==> images/met2.png <==
Scale bar: 10 um. Cells faint in the background.
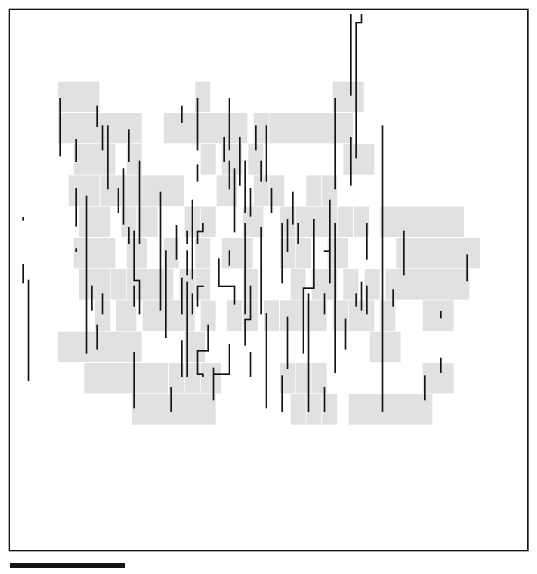
==> images/clock_map.png <==
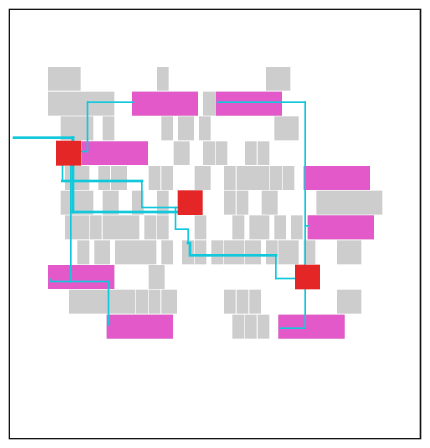
`config.mk`:
```
export PLATFORM = sky130hd
export DESIGN_NAME = sat_counter
export DESIGN_NICKNAME = d
export VERILOG_FILES = /design/src/rtl/fsm_trace_checker_sat_counter.sv
export SDC_FILE = /design/constraint.sdc
export NUM_CORES = 1
export LEC_CHECK = 0
export ABC_AREA = 1
export CAP_MARGIN = 0
export CORE_AREA = 4 4 41 43
export DETAILED_ROUTE_END_ITERATION = 16
export DIE_AREA = 0 0 45 47
export GPL_ROUTABILITY_DRIVEN = 1
export SKIP_LAST_GASP = 1
export SLEW_MARGIN = 20
export SYNTH_ARGS = -nofsm -noshare
export SYNTH_HDL_FRONTEND = slang
export SYNTH_SLANG_ARGS = --single-unit
```
`constraint.sdc`:
```
create_clock -name clk -period 2.27 [get_ports clk]
set_input_delay 0.681 -clock clk [delete_from_list [all_inputs] [get_ports clk]]
set_output_delay 0.681 -clock clk [all_outputs]
set_load 0.1 [all_outputs]
```
`src/rtl/fsm_trace_checker_sat_counter.sv`:
```
// Saturating up-counter used for per-state visit counts.
//   clk, rst : clock and synchronous active-high reset
//   clr      : synchronous clear
//   inc      : increment request, ignored once at all-ones
//   q        : current count
module sat_counter #(
    parameter int unsigned W = 8
) (
    input  logic         clk,
    input  logic         rst,
    input  logic         clr,
    input  logic         inc,
    output logic [W-1:0] q
);

    always_ff @(posedge clk) begin
        if (rst || clr) begin
            q <= '0;
        end else if (inc && (q != {W{1'b1}})) begin
            q <= q + W'(1);
        end
    end

endmodule

```
==> impl_results.html <==
<h2>Implementation results</h2>
<table>
<tr><th>Metric</th><th>Value</th></tr>
<tr><th colspan="2">Status</th></tr>
<tr><td>Outcome</td><td>finished, final reports clean</td></tr>
<tr><th colspan="2">Worst setup path</th></tr>
<tr><td>CP arrival</td><td>0.97 ns</td></tr>
<tr><td>WS Path Type</td><td>register to output port</td></tr>
<tr><td>Delay of the slowest critical-path stage</td><td>0.39 ns</td></tr>
<tr><td>Worst r2r src</td><td>q[0]</td></tr>
<tr><td>Cells along the critical path</td><td>buf_4</td></tr>
<tr><td>Crit path launch</td><td>q[0]</td></tr>
<tr><td>Critical R2R Capture</td><td>q[3]</td></tr>
<tr><th colspan="2">Logic synthesis</th></tr>
<tr><td>Most instantiated flip-flop cell in the synthesis netlist</td><td>dfxtp_1</td></tr>
<tr><td>Post-synth area from yosys stat</td><td>448 um^2</td></tr>
<tr><td>Synth area leader</td><td>dfxtp_1</td></tr>
<tr><td>Synthesized Nets</td><td>72</td></tr>
<tr><td>Total of flip-flops plus latches after synthesis</td><td>8</td></tr>
<tr><th colspan="2">Die</th></tr>
<tr><td>Die X-Extent</td><td>45 um</td></tr>
<tr><td>I/O pin count</td><td>12</td></tr>
<tr><td>Floorplan row count</td><td>13</td></tr>
<tr><td>Die ar.</td><td>2120 um^2</td></tr>
<tr><td>Vert. Die Dim</td><td>47 um</td></tr>
<tr><td>Core Area</td><td>1300 um^2</td></tr>
<tr><th colspan="2">Power</th></tr>
<tr><td>Switching fraction of total power</td><td>25.0%</td></tr>
<tr><td>Ratio of total power to cell area</td><td>484 nW/um^2</td></tr>
<tr><td>Cell-internal power</td><td>0.215 mW</td></tr>
<tr><td>Worst VDD drop</td><td>0.305 mV</td></tr>
<tr><th colspan="2">Clock tree</th></tr>
<tr><td>CTS root buffer</td><td>clkbuf_4</td></tr>
<tr><td>Clock transition at path regs</td><td>0.05 ns</td></tr>
<tr><th colspan="2">Routing</th></tr>
<tr><td>Antenna viol nets, final</td><td>0</td></tr>
<tr><td>Vias per cell</td><td>4.58</td></tr>
<tr><td>Routed length per placed instance</td><td>9.06 um</td></tr>
<tr><td>1st-iter DRT viols</td><td>4</td></tr>
<tr><th colspan="2">Flow run</th></tr>
<tr><td>Total number of warnings across the stage logs</td><td>26</td></tr>
<tr><td>Tally of max-capacitance violations</td><td>0</td></tr>
<tr><th colspan="2">Layout</th></tr>
<tr><td>Leading registers by flop count</td><td>q (8)</td></tr>
<tr><th colspan="2">Timing</th></tr>
<tr><td>Post-route minimum period</td><td>1.65 ns</td></tr>
<tr><th colspan="2">Min path</th></tr>
<tr><td>Hold crit path type</td><td>register to register</td></tr>
<tr><td>Worst Hold Launch</td><td>q[6]</td></tr>
<tr><th colspan="2">Global routing</th></tr>
<tr><td>Number of global-route vias before repair</td><td>408</td></tr>
<tr><td>Pin count of the biggest net entering global routing</td><td>12</td></tr>
<tr><th colspan="2">Placement</th></tr>
<tr><td>DP Worst Slack</td><td>0.363 ns</td></tr>
</table>
Notes on met2.png above:
main direction: vertical
wire length on this layer: 373 um
longest straight run: 24.8 um
met2 track demand over resource in global routing: 17.2%
routed wire length: 861 um
DR vias: 435

Notes on clock_map.png above:
[cells driving clock nets] red | count: 3
[flip-flops] magenta | count: 8
[clock wires] cyan | length: 144 um
routed clock nets: 4
insertion delay at the late pin of the worst-skew pair: 0.25 ns
clock skew after layout: 0.000555 ns
power in the clock group: 0.109 mW
power share of the clock group: 38.0%

[power by group through the flow]
| stage | clock network, mW | registers [mW] | logic (mW) |
|---|---|---|---|
| 4_1_cts | 0.120 | 0.144 | 0.0341 |
| 3_5_place_dp | 0 | 0.147 | 0.0341 |
| 5_1_grt | 0.126 | 0.144 | 0.0365 |
| 6_report | 0.109 | 0.144 | 0.0338 |
| 2_1_floorplan | 0 | 0.158 | 0.0100 |
| 3_3_place_gp | 0 | 0.147 | 0.0339 |
[metrics by stage]
stage | power [mW] | std cells
global route | 0.307 | 95
finish | 0.287 | 95
detailed placement | 0.181 | 92
floorplan | 0.168 | 67
CTS | 0.298 | 95
global placement | 0.181 | 92
[routing by layer]
metal  wire, um  up-vias  GRT usage, %
li1           -      236             -
met1        406      183          11.0
met2        372       14          17.2
met3         74        2          6.90
met4          8        0          5.26
met5          0        -             0
[worst min path at each step]
stage / slack, ns / cells after the start / to
floorplan: 0.83 / 3 / q[3]
global placement: 0.49 / 2 / q[6]
detailed placement: 0.49 / 2 / q[6]
CTS: 0.51 / 2 / q[6]
global route: 0.57 / 2 / q[6]
finish: 0.50 / 2 / q[6]
[logic make-up (layout without fill, tap and decap cells)]
logic type	after synthesis	count (layout)	share of synthesized area [%]
compound gates	6	6	6.98
buf+inv	9	22	9.22
fa+ha+maj	1	1	2.79
flops	8	8	35.8
simple gates	43	43	45.3
[area by class of cell]
| type | instances | area (um^2) |
|---|---|---|
| fill | 152 | 708 |
| multi-input combinational | 50 | 246 |
| sequential | 8 | 160 |
| timing repair buffer | 11 | 115 |
| inverter | 8 | 30.0 |
| clock buffer | 3 | 22.5 |
| tap | 15 | 18.8 |
Power figures rest on the tool's default switching activity, not on a simulated workload.
